## config.mk

```make
export PLATFORM = sky130hd
export DESIGN_NAME = alu
export DESIGN_NICKNAME = d
export VERILOG_FILES = /design/src/rtl/alu_pkg.sv /design/src/rtl/alu_shifter.sv /design/src/rtl/alu.sv
export SDC_FILE = /design/constraint.sdc
export NUM_CORES = 1
export LEC_CHECK = 0
export CORE_MARGIN = 1
export CORE_UTILIZATION = 35
export CTS_CLUSTER_SIZE = 30
export DETAILED_ROUTE_END_ITERATION = 12
export HOLD_SLACK_MARGIN = 0.12
export PLACE_DENSITY_LB_ADDON = 0.15
export SLEW_MARGIN = 10
export SYNTH_ARGS = -nofsm -noshare
export SYNTH_HDL_FRONTEND = slang
export SYNTH_HIERARCHICAL = 1
export SYNTH_SLANG_ARGS = --single-unit
```

## constraint.sdc

```tcl
create_clock -name clk -period 0.8 [get_ports clk]
set_input_delay 0.24 -clock clk [delete_from_list [all_inputs] [get_ports clk]]
set_output_delay 0.24 -clock clk [all_outputs]
set_load 0.02 [all_outputs]
```

## src/rtl/alu_pkg.sv

```systemverilog
// Shared types and constants for the 32-bit single-cycle ALU.
// Comparator opcodes are only live when ALU_CMP_EN is defined.
package alu_pkg;

   localparam int DATA_W = 32;

   typedef enum logic [3:0] {
      ADD  = 4'b0000,
      SUB  = 4'b0001,
      SRL  = 4'b0010,
      SRA  = 4'b0011,
      SLL  = 4'b0100,
      XOR  = 4'b0101,
      OR   = 4'b0110,
      AND  = 4'b0111,
      CMPU = 4'b1000,
      CMPS = 4'b1001
   } alu_op_e;

   localparam logic [2:0] GES_GT   = 3'b100;
   localparam logic [2:0] GES_EQ   = 3'b010;
   localparam logic [2:0] GES_LT   = 3'b001;
   localparam logic [2:0] GES_NONE = 3'b000;

   localparam logic [1:0] SH_SRL  = 2'b00;
   localparam logic [1:0] SH_SRA  = 2'b01;
   localparam logic [1:0] SH_SLL  = 2'b10;
   localparam logic [1:0] SH_NONE = 2'b11;

   // Map compare outcomes onto the one-hot greater/equal/smaller vector.
   function automatic logic [2:0] ges_encode(input logic i_gt, input logic i_eq);
      logic [2:0] w_ges;
      if (i_gt) begin
         w_ges = GES_GT;
      end else if (i_eq) begin
         w_ges = GES_EQ;
      end else begin
         w_ges = GES_LT;
      end
      return w_ges;
   endfunction

endpackage

```

## src/rtl/alu_shifter.sv

```systemverilog
// Combinational barrel shifter for SRL / SRA / SLL.
// Select SH_NONE yields zero so unrelated opcodes see a quiet datapath.
module alu_shifter
   import alu_pkg::*;
(
   input  logic [DATA_W-1:0] i_data,
   input  logic [4:0]        i_amount,
   input  logic [1:0]        i_sel,
   output logic [DATA_W-1:0] o_data
);

   // Direction / fill select.
   always_comb begin
      o_data = {DATA_W{1'b0}};
      case (i_sel)
         SH_SRL:  o_data = i_data >> i_amount;
         SH_SRA:  o_data = DATA_W'($signed(i_data) >>> i_amount);
         SH_SLL:  o_data = i_data << i_amount;
         default: o_data = {DATA_W{1'b0}};
      endcase
   end

endmodule

```

## src/rtl/alu.sv

```systemverilog
// 32-bit integer ALU, one registered result per clock, 1-cycle latency.
// Macro ALU_CMP_EN builds the unsigned/signed comparator driving GES.
module alu
   import alu_pkg::*;
(
   input  logic              clk,
   input  logic              rst_n,
   input  logic [DATA_W-1:0] Arg1,
   input  logic [DATA_W-1:0] Arg2,
   input  logic [3:0]        ALU_Control,
   output logic [DATA_W-1:0] ALUResult,
   output logic [2:0]        GES
);

   alu_op_e           w_op;
   logic [DATA_W-1:0] w_sum;
   logic [DATA_W-1:0] w_diff;
   logic [DATA_W-1:0] w_shift;
   logic [1:0]        w_sh_sel;
   logic [DATA_W-1:0] w_result_nxt;
   logic [DATA_W-1:0] r_result;

   assign w_op   = alu_op_e'(ALU_Control);
   assign w_sum  = Arg1 + Arg2;
   assign w_diff = Arg1 - Arg2;

   // Shifter select derived from opcode.
   always_comb begin
      w_sh_sel = SH_NONE;
      case (w_op)
         SRL:     w_sh_sel = SH_SRL;
         SRA:     w_sh_sel = SH_SRA;
         SLL:     w_sh_sel = SH_SLL;
         default: w_sh_sel = SH_NONE;
      endcase
   end

   alu_shifter u_shifter (
      .i_data   (Arg1),
      .i_amount (Arg2[4:0]),
      .i_sel    (w_sh_sel),
      .o_data   (w_shift)
   );

   // Result mux; compares and reserved codes produce zero.
   always_comb begin
      w_result_nxt = {DATA_W{1'b0}};
      case (w_op)
         ADD:         w_result_nxt = w_sum;
         SUB:         w_result_nxt = w_diff;
         SRL,
         SRA,
         SLL:         w_result_nxt = w_shift;
         XOR:         w_result_nxt = Arg1 ^ Arg2;
         OR:          w_result_nxt = Arg1 | Arg2;
         AND:         w_result_nxt = Arg1 & Arg2;
         default:     w_result_nxt = {DATA_W{1'b0}};
      endcase
   end

   // Result register, cleared asynchronously.
   always_ff @(posedge clk or negedge rst_n) begin
      if (!rst_n) begin
         r_result <= {DATA_W{1'b0}};
      end else begin
         r_result <= w_result_nxt;
      end
   end

   assign ALUResult = r_result;

`ifdef ALU_CMP_EN
   logic [2:0] w_ges_nxt;
   logic [2:0] r_ges;

   // Comparator; only CMPU/CMPS raise a flag.
   always_comb begin
      w_ges_nxt = GES_NONE;
      case (w_op)
         CMPU:    w_ges_nxt = ges_encode(Arg1 > Arg2, Arg1 == Arg2);
         CMPS:    w_ges_nxt = ges_encode($signed(Arg1) > $signed(Arg2), Arg1 == Arg2);
         default: w_ges_nxt = GES_NONE;
      endcase
   end

   // Flag register, cleared asynchronously.
   always_ff @(posedge clk or negedge rst_n) begin
      if (!rst_n) begin
         r_ges <= GES_NONE;
      end else begin
         r_ges <= w_ges_nxt;
      end
   end

   assign GES = r_ges;
`else
   assign GES = GES_NONE;
`endif

endmodule

```

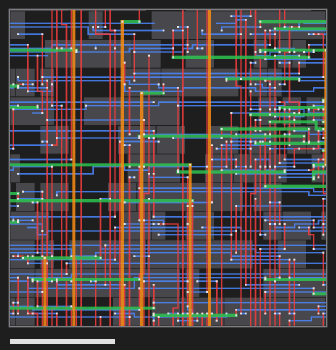
Figure 1: layout detail.
Bar = 10 µm. Window x 68 to 98, y 68 to 98 µm. Cells in gray, sequential cells in the stronger gray; small squares are vias.
orange -> met4
red -> met2
blue -> met1
green -> met3
cells with their middle in the window = 58
sequential cells in the window = 0
most frequent = buf_4 (14), nor2_1 (8), a21oi_1 (5)

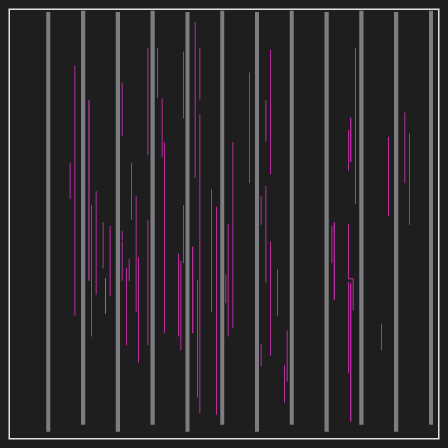
Figure 2: metal 4.
Supply wires on this layer in gray.
share of all routed wire = 4.2%
main direction = vertical
final wirelength: 46.9 mm
total via count in the routed design: 12.0k

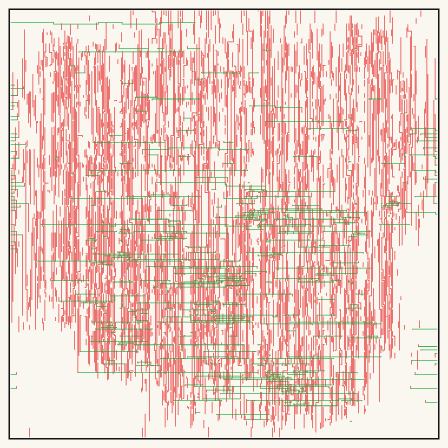
Figure 3: wiring by layer.
Two of the layers only.
red -> met2  # wire length 22.2 mm
green -> met3  # wire length 3510 µm
average detailed-routed wire length per instance: 23.2 µm
total track usage: 0.327

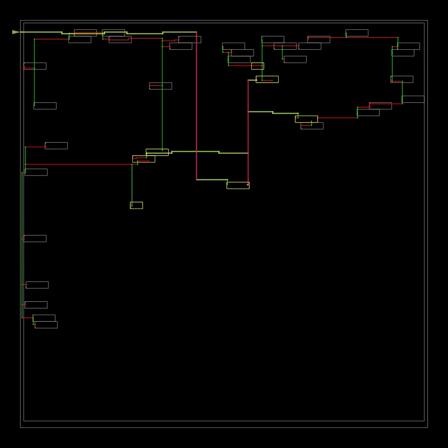
Figure 4: the clock network.
registers: 32
count of clock tree sinks: 32
Clk power: 2.10 mW
count of clock-net buffers in the final layout: 7

==> Implementation_results.wiki <==
== Metrics ==
{| class="wikitable"
! Metric !! Value
|-
| Number of cells produced by synthesis || 1173
|-
| Post-place setup slack || -3490 ps
|-
| Floorplan core density || 0.355
|-
| Chip area || roughly 0.028 mm²
|-
| Nets@finish || between 1.5k and 2k
|-
| Measured slew at the worst slew-check pin || around 550 ps
|-
| Status || complete, but fails checks
|-
| Mean post-synth cell area || roughly 8 µm²
|-
| Violations in the final reports || setup timing
|-
| Final Hold Fails || 0
|-
| Met3 WL || ~3.5 mm
|-
| Vertical extent of the die || 167 µm
|-
| Post-layout utilization of the core || 0.603
|-
| Most used cell, CP || buf_6
|-
| Synthesized cell area || 0.00953 mm²
|-
| Wire length on met2 || between 20 and 25 mm
|-
| Summed negative setup slack over all endpoints || -75530 ps
|-
| Required time of the worst setup path || roughly 970 ps
|-
| Final hold slack || 431 ps
|-
| Total clock buffers created by CTS || 5
|-
| Async set-or-reset flop fraction in the synthesized netlist || 1.00
|-
| PnR worst setup slack || -2710 ps
|-
| CTS tree || yes
|-
| Largest voltage drop on the vdd net || 0.644 mV
|-
| Number of global-route vias before repair || about 12k
|-
| Final routed DRC violation total || 0
|-
| Library cell used as clock root buffer || clkbuf_16
|-
| Placed cell area || 0.0138 mm²
|-
| Kind of capture point of the worst setup path || flop
|-
| Final Setup Violations || around 64
|-
| Arrival time at the worst endpoint || 3680 ps
|-
| Post-route insts no fill || 2021
|-
| Top flip-flop cell by instance count after synthesis || dfrtp_1
|-
| Number of warnings in the stage logs || 62
|-
| Power per Cell Area || 934 mW/mm²
|-
| Post-CTS clock slew at the launch and capture registers of the worst setup and hold paths || 60 ps
|-
| Number of warnings printed during yosys synthesis || 6
|-
| Total inserted antenna cells || 0
|-
| Worst Path Class, Setup || input port to flop
|}
==> path summary, 6_finish.rpt <==
check                      slack [ps]  depth (start not counted)  startpoint             to
max                             -2710                         17     Arg2[7]  ALUResult[27]
min                               430                          3       rst_n  ALUResult[29]
max in group asynchronous         170                          3       rst_n  ALUResult[15]
min in group clk                  510                          6     Arg2[1]   ALUResult[1]
==> area by class of cell <==
| type | instances | area, µm² |
|---|---|---|
| fillers | 2326 | 10600 |
| inverters | 76 | 285 |
| clock buffers | 7 | 153 |
| flip-flops and latches | 32 | 801 |
| well taps | 341 | 427 |
| repair buffers | 604 | 5590 |
| multi-input cells | 961 | 8910 |
==> worst min-delay path, delay by kind of cell <==
family	cells	cell delay (ps)
buffers and inverters	3	850
==> synthesized netlist by cell type (7+ instances only) <==
| cell type | n | share of area |
|---|---|---|
| nand2b_1 | 16 | 0.011 |
| nand4_1 | 12 | 0.0079 |
| or3_1 | 7 | 0.0046 |
| buf_1 | 12 | 0.0047 |
| o31ai_1 | 7 | 0.0055 |
| mux2_2 | 30 | 0.035 |
| mux4_2 | 70 | 0.17 |
| o21ai_0 | 76 | 0.040 |
| nand3_1 | 18 | 0.0095 |
| a21oi_1 | 74 | 0.039 |
| and3_1 | 12 | 0.0079 |
| ha_1 | 96 | 0.13 |
| o211ai_1 | 20 | 0.016 |
| dfrtp_1 | 32 | 0.084 |
| o21ai_1 | 18 | 0.0095 |
| a21o_1 | 17 | 0.013 |
| a22oi_1 | 26 | 0.020 |
| inv_1 | 73 | 0.029 |
| a221oi_1 | 16 | 0.015 |
| xor2_1 | 11 | 0.010 |
| nor2b_1 | 10 | 0.0066 |
| buf_4 | 8 | 0.0063 |
| xnor2_1 | 43 | 0.040 |
| a211oi_1 | 11 | 0.0087 |
| nor3_1 | 25 | 0.013 |
| buf_2 | 21 | 0.011 |
| a221o_1 | 7 | 0.0074 |
| mux2i_1 | 36 | 0.038 |
| nor2_1 | 88 | 0.035 |
| clkbuf_1 | 58 | 0.023 |
| a31oi_1 | 17 | 0.011 |
| nand2_1 | 96 | 0.038 |
==> what timing repair did <==
action                                  in CTS  in global routing
cloned                                       9                  3
endpoints found under the setup margin      64                 64
setup buffers                               60                 26
endpoints found under the hold margin       32                  0
pin swaps                                  107                 64
gates resized                              518                 77
hold buffers                                 1                  0
==> kinds of logic after synthesis <==
group / count (synthesis) / share of synthesized area
compound gates: 357 / 0.250
simple gates: 309 / 0.154
buf+inv: 182 / 0.0841
mux: 140 / 0.247
fa+ha+maj: 97 / 0.128
xor+xnor: 55 / 0.0514
flops: 32 / 0.0841
other cells: 1 / 0.000394
==> power breakdown <==
part	switching (mW)	internal [mW]
combinational	5.41	5.69
sequential	0.0978	1.79
clock	0.788	1.31
==> metal layers <==
layer,vias to the layer above,track usage
li1,5442,-
met1,5851,0.422
met2,592,0.558
met3,121,0.0413
met4,0,0.112
met5,-,0
No activity file was given, so power comes from the tool's default toggle rates.
